### config.mk
export PLATFORM = sky130hd
export DESIGN_NAME = fp_mul_booth_seq_flat
export DESIGN_NICKNAME = d
export VERILOG_FILES = /design/src/rtl/fp_mul_pkg.sv /design/src/rtl/fp_mul_booth_seq_if.sv /design/src/rtl/fp_booth_r4_enc.sv /design/src/rtl/fp_mul_booth_seq.sv /design/src/flat_wrapper.sv
export SDC_FILE = /design/constraint.sdc
export NUM_CORES = 1
export LEC_CHECK = 0
export ABC_AREA = 1
export CORE_ASPECT_RATIO = 1.5
export CORE_MARGIN = 2
export CORE_UTILIZATION = 32
export DETAILED_ROUTE_END_ITERATION = 7
export GPL_ROUTABILITY_DRIVEN = 0
export SYNTH_ARGS = -nofsm -noshare
export SYNTH_HDL_FRONTEND = slang
export SYNTH_HIERARCHICAL = 1
export SYNTH_SLANG_ARGS = --single-unit
### constraint.sdc
create_clock -name clk -period 12.7 [get_ports clk]
set_input_delay 2.54 -clock clk [delete_from_list [all_inputs] [get_ports clk]]
set_output_delay 2.54 -clock clk [all_outputs]
set_load 0.01 [all_outputs]
### src/rtl/fp_mul_pkg.sv
// Shared widths, FSM state and Booth digit encoding for the sequential
// radix-4 Booth significand multiplier.
package fp_mul_pkg;

  localparam int unsigned MW           = 24;
  localparam int unsigned BOOTH_DIGITS = MW / 2 + 1;
  localparam int unsigned PW           = 2 * MW + 2;
  // Multiplier register carries one extra zero on top so the last triplet stays in range
  localparam int unsigned QW           = MW + 3;
  localparam int unsigned KW           = $clog2(BOOTH_DIGITS);

  typedef enum logic [1:0] {
    IDLE = 2'd0,
    RUN  = 2'd1,
    DONE = 2'd2
  } booth_state_t;

  typedef struct packed {
    logic neg;
    logic one;
    logic two;
  } booth_digit_t;

endpackage

### src/rtl/fp_mul_booth_seq_if.sv
// Operand/product handshake bundle between the FP multiplier control and
// the sequential Booth significand multiplier.
interface fp_mul_booth_seq_if;

  logic                            in_valid;
  logic                            in_ready;
  logic                            hid_X;
  logic                            hid_Y;
  logic [fp_mul_pkg::MW-2:0]       frc_X;
  logic [fp_mul_pkg::MW-2:0]       frc_Y;
  logic                            out_valid;
  logic                            out_ready;
  logic [2*fp_mul_pkg::MW-1:0]     frc_Z_full;
  logic                            norm_n;
  logic                            busy;

  modport master (
    output in_valid, hid_X, hid_Y, frc_X, frc_Y, out_ready,
    input  in_ready, out_valid, frc_Z_full, norm_n, busy
  );

  modport slave (
    input  in_valid, hid_X, hid_Y, frc_X, frc_Y, out_ready,
    output in_ready, out_valid, frc_Z_full, norm_n, busy
  );

endinterface

### src/rtl/fp_booth_r4_enc.sv
// Radix-4 Booth recoder: multiplier triplet {b2,b1,b0} to digit in {-2..+2}.
module fp_booth_r4_enc
  import fp_mul_pkg::*;
(
  input  logic [2:0]   trip_i,
  output booth_digit_t dig_c_o
);

  // 111 and 000 both give zero, so neg is suppressed for 111
  assign dig_c_o.neg = trip_i[2] & ~(trip_i[1] & trip_i[0]);
  assign dig_c_o.one = trip_i[1] ^ trip_i[0];
  assign dig_c_o.two = (trip_i[2] & ~trip_i[1] & ~trip_i[0]) |
                       (~trip_i[2] & trip_i[1] & trip_i[0]);

endmodule

### src/rtl/fp_mul_booth_seq.sv
// Sequential radix-4 Booth 24x24 significand multiplier, one digit per cycle.
// Optional FP_MUL_BOOTH_EARLY_EXIT_EN: skip work for zero operands / exhausted multiplier.
module fp_mul_booth_seq
  import fp_mul_pkg::*;
(
  input  logic               clk,
  input  logic               rst,
  fp_mul_booth_seq_if.slave  bus
);

  booth_state_t      state_q;
  logic [MW+1:0]     m_q;
  logic [QW-1:0]     q_q;
  logic [PW-1:0]     p_q;
  logic [KW-1:0]     k_q;
  logic [2*MW-1:0]   frc_z_q;
  logic              norm_q;
  logic              in_ready_q;
  logic              out_valid_q;
  logic              busy_q;

  logic [2:0]        trip_c;
  booth_digit_t      dig_c;
  logic [4:0]        sh_c;
  logic [PW-1:0]     pp_mag_c;
  logic [PW-1:0]     pp_c;
  logic [PW-1:0]     p_d;
  logic              last_c;
  logic              run_exit_c;

  assign sh_c   = {k_q, 1'b0};
  assign trip_c = q_q[sh_c +: 3];

  fp_booth_r4_enc u_enc (
    .trip_i  (trip_c),
    .dig_c_o (dig_c)
  );

  // Signed partial product d*M, weighted by 4^k
  assign pp_mag_c = dig_c.two ? PW'({m_q, 1'b0}) :
                    dig_c.one ? PW'(m_q) : '0;
  assign pp_c     = dig_c.neg ? (~pp_mag_c + PW'(1)) : pp_mag_c;
  assign p_d      = p_q + (pp_c << sh_c);
  assign last_c   = (k_q == KW'(BOOTH_DIGITS - 1));

`ifdef FP_MUL_BOOTH_EARLY_EXIT_EN
  logic [5:0] rest_sh_c;
  logic       rest_zero_c;
  logic       op_zero_c;

  assign rest_sh_c   = {1'b0, k_q, 1'b0} + 6'd1;
  assign rest_zero_c = ((q_q >> rest_sh_c) == '0);
  assign run_exit_c  = last_c | rest_zero_c;
  assign op_zero_c   = ({bus.hid_X, bus.frc_X} == '0) | ({bus.hid_Y, bus.frc_Y} == '0);
`else
  assign run_exit_c  = last_c;
`endif

  // Control, datapath and handshake registers
  always_ff @(posedge clk or posedge rst) begin
    if (rst) begin
      state_q     <= IDLE;
      m_q         <= '0;
      q_q         <= '0;
      p_q         <= '0;
      k_q         <= '0;
      frc_z_q     <= '0;
      norm_q      <= 1'b0;
      in_ready_q  <= 1'b1;
      out_valid_q <= 1'b0;
      busy_q      <= 1'b0;
    end else begin
      case (state_q)
        IDLE: begin
          if (bus.in_valid) begin
            m_q        <= {2'b00, bus.hid_X, bus.frc_X};
            q_q        <= {2'b00, bus.hid_Y, bus.frc_Y, 1'b0};
            p_q        <= '0;
            k_q        <= '0;
            in_ready_q <= 1'b0;
            busy_q     <= 1'b1;
`ifdef FP_MUL_BOOTH_EARLY_EXIT_EN
            if (op_zero_c) begin
              frc_z_q     <= '0;
              norm_q      <= 1'b0;
              out_valid_q <= 1'b1;
              state_q     <= DONE;
            end else begin
              state_q     <= RUN;
            end
`else
            state_q    <= RUN;
`endif
          end
        end
        RUN: begin
          p_q <= p_d;
          k_q <= k_q + KW'(1);
          if (run_exit_c) begin
            frc_z_q     <= p_d[2*MW-1:0];
            norm_q      <= p_d[2*MW-1];
            out_valid_q <= 1'b1;
            state_q     <= DONE;
          end
        end
        DONE: begin
          if (bus.out_ready) begin
            out_valid_q <= 1'b0;
            in_ready_q  <= 1'b1;
            busy_q      <= 1'b0;
            state_q     <= IDLE;
          end
        end
        default: begin
          out_valid_q <= 1'b0;
          in_ready_q  <= 1'b1;
          busy_q      <= 1'b0;
          state_q     <= IDLE;
        end
      endcase
    end
  end

  assign bus.in_ready   = in_ready_q;
  assign bus.out_valid  = out_valid_q;
  assign bus.frc_Z_full = frc_z_q;
  assign bus.norm_n     = norm_q;
  assign bus.busy       = busy_q;

endmodule

### src/flat_wrapper.sv
// flat-port wrapper written by rule: the top's interface ports become plain ports
module fp_mul_booth_seq_flat import fp_mul_pkg::*;
  (clk, rst, bus_in_valid, bus_hid_X, bus_hid_Y, bus_frc_X, bus_frc_Y, bus_out_ready, bus_in_ready, bus_out_valid, bus_frc_Z_full, bus_norm_n, bus_busy);
  fp_mul_booth_seq_if bus_i ();
  input  logic clk;
  input  logic rst;
  input wire logic [$bits(bus_i.in_valid)-1:0] bus_in_valid;
  input wire logic [$bits(bus_i.hid_X)-1:0] bus_hid_X;
  input wire logic [$bits(bus_i.hid_Y)-1:0] bus_hid_Y;
  input wire logic [$bits(bus_i.frc_X)-1:0] bus_frc_X;
  input wire logic [$bits(bus_i.frc_Y)-1:0] bus_frc_Y;
  input wire logic [$bits(bus_i.out_ready)-1:0] bus_out_ready;
  output wire logic [$bits(bus_i.in_ready)-1:0] bus_in_ready;
  output wire logic [$bits(bus_i.out_valid)-1:0] bus_out_valid;
  output wire logic [$bits(bus_i.frc_Z_full)-1:0] bus_frc_Z_full;
  output wire logic [$bits(bus_i.norm_n)-1:0] bus_norm_n;
  output wire logic [$bits(bus_i.busy)-1:0] bus_busy;
  assign bus_i.in_valid = bus_in_valid;
  assign bus_i.hid_X = bus_hid_X;
  assign bus_i.hid_Y = bus_hid_Y;
  assign bus_i.frc_X = bus_frc_X;
  assign bus_i.frc_Y = bus_frc_Y;
  assign bus_i.out_ready = bus_out_ready;
  assign bus_in_ready = bus_i.in_ready;
  assign bus_out_valid = bus_i.out_valid;
  assign bus_frc_Z_full = bus_i.frc_Z_full;
  assign bus_norm_n = bus_i.norm_n;
  assign bus_busy = bus_i.busy;
  fp_mul_booth_seq u_core (.clk(clk), .rst(rst), .bus(bus_i));
endmodule
clk_routes.png
Bar = 50 um.
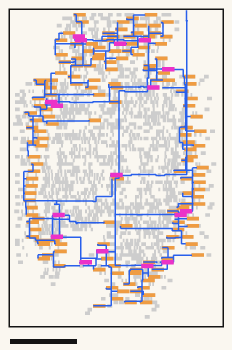
legend:
  clock drivers:
    color: magenta
    count: 17
  clock wires:
    color: blue
    length: 2380 um
  flip-flops:
    color: orange
    count: 153
routed clock nets: 18
flops lie: all over the die
Insertion Delay late pin: 0.46 ns

clocks.png
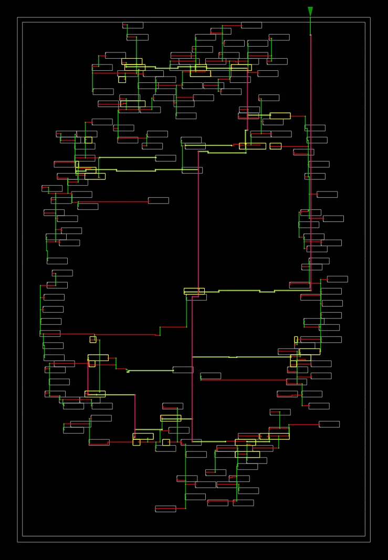
CLK BUF: 21
number of buffers created by CTS: 17
number of sequential storage elements: 153
number of sinks driven by the clock tree: 153

flops_by_reg.png
Bar = 50 um. Other sequential cells in the stronger gray, the rest of the logic in the fainter gray.
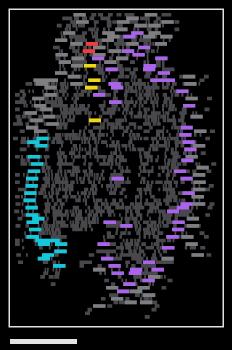
legend:
  u_core/k_q:
    color: yellow
    sequential_cells: 4
    where: top center
  u_core/state_q:
    color: red
    sequential_cells: 2
  u_core/m_q:
    color: cyan
    sequential_cells: 24
  u_core/p_q:
    color: purple
    sequential_cells: 48
proportion of cell area occupied by registers: 0.283
Sequential cell area: 3830 sq um

==> summary.rpt <==
PHYSICAL IMPLEMENTATION REPORT
----------------------------------------------------
[Final timing]
  Unrepaired setup endpoints after global routing ........................ false
  Setup Total Neg Slack ........................ 0 ns
  Final Max Tran Viols ........................ 0
  Share of the clock period used by the worst path ........................ 0.605

[Final layout]
  Data-path buffer share of cell area in the final layout ........................ 0.0855
  Tally of filler cells in the layout ........................ about 3.9k
  Cell class with the largest area share ........................ combinational gates
  Layout clock area frac ........................ 0.0440
  Multi-input gate area in the final layout ........................ a little under 7000 sq um
  Layout inverter count without the clock tree ........................ 154
  Multi-input gates ........................ approximately 1.4k
  Top cell excl fill/tap ........................ nand2_1

[CTS]
  CTS tree ........................ done
  Largest buffer count on any clock path ........................ 2
  CTS Hold Buffers Added ........................ 0
  Root buffer selected by CTS ........................ clkbuf_16

[Worst setup path]
  Critical path required time ........................ 13.07 ns
  Worst Reg2Reg Path Length in Cells ........................ about 48
  Startpoint of the most critical setup path ........................ u_core/k_q[0]
  Crit-path most repeated cell ........................ nand2_1
  Sort of element at the start of the critical path ........................ flip-flop
  Cell family with most CP delay ........................ AND-OR/OR-AND gates

[Yosys]
  Dominant kind of combinational cell ........................ simple AND/OR/NAND/NOR gates
  Top-count cell post-synth ........................ nand2_1
  Post-Synthesis Mean Instance Area ........................ approximately 6.6 sq um
  Floorplan net count ........................ ~1.8k
  Synthesis area per yosys ........................ 11500 sq um
  Largest cells by area after synthesis ........................ dfrtp_1, nand2_1, o21ai_0
  Post-synthesis share of cell area spent on full adders, half adders and majority gates ........................ 0.0583

[Global route]
  Global routing usage summed across all routing layers ........................ 0.202
  Pin count of the biggest net entering global routing ........................ around 94
  Met3 GRT Util ........................ 0.0364
  Met2 GRT Util ........................ 0.362

[Floorplanning]
  Placeable core area ........................ between 30000 and 40000 sq um
  Die width ........................ around 160 um

[Detailed routing]
  Remaining DRCs ........................ 0
  First-pass iteration count of the detailed router ........................ 6
  Via count ........................ between 10k and 15k
  Highest routed metal layer ........................ met4
  Met3 wire len ........................ between 1.5 and 2 mm

[Worst hold path]
  Depth of the worst hold-timing path ........................ 2
  Source of the worst hold timing path ........................ u_core/bus.frc_Z_full[1]

[Job]
  Tool warning count ........................ 28

[Placed design]
  Placed Instances ........................ 2268

[Outcome]
  Outcome ........................ complete, no violations

----------------------------------------------------
sizes.png
Bar = 50 um.
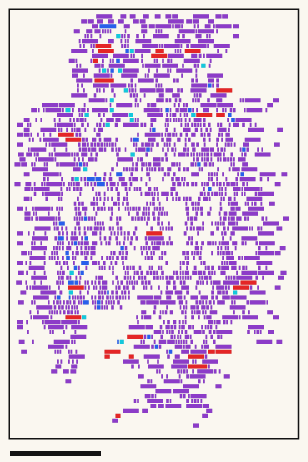
legend:
  _0 and _1 cells:
    color: purple
    cells: 1730
    share: 95%
  _6 and larger:
    color: red
    cells: 26
    share: 1.4%
  _2 cells:
    color: blue
    cells: 44
    share: 2.4%
  _3 and _4 cells:
    color: cyan
    cells: 22
    share: 1.2%
Non-Filler Cell Area, Final: 13600 sq um
non-clock buffer count in the final layout: 120
post-route worst setup slack: 5.02 ns
area added between synthesis and finish: 18.0%

detail.png
Region (104, 44) to (134, 74) um. Cells in gray, sequential cells in the stronger gray; small squares are vias.
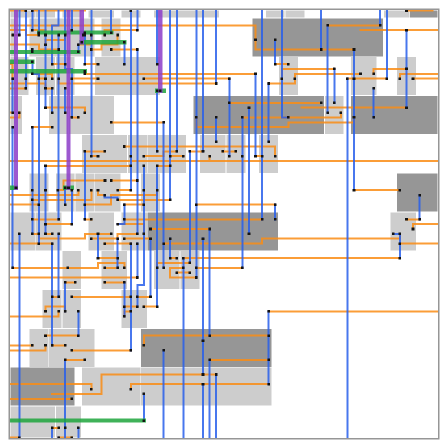
legend:
  metal 4:
    color: purple
  metal 3:
    color: green
  metal 2:
    color: blue
  metal 1:
    color: orange
most frequent: nand2_1 (17), o21ai_0 (6), dfrtp_1 (5)
netlist names of flops here include: u_core/p_q (3), u_core/bus.frc_Z_full (2)
cells with their middle in the window: 45
sequential cells in the window: 5

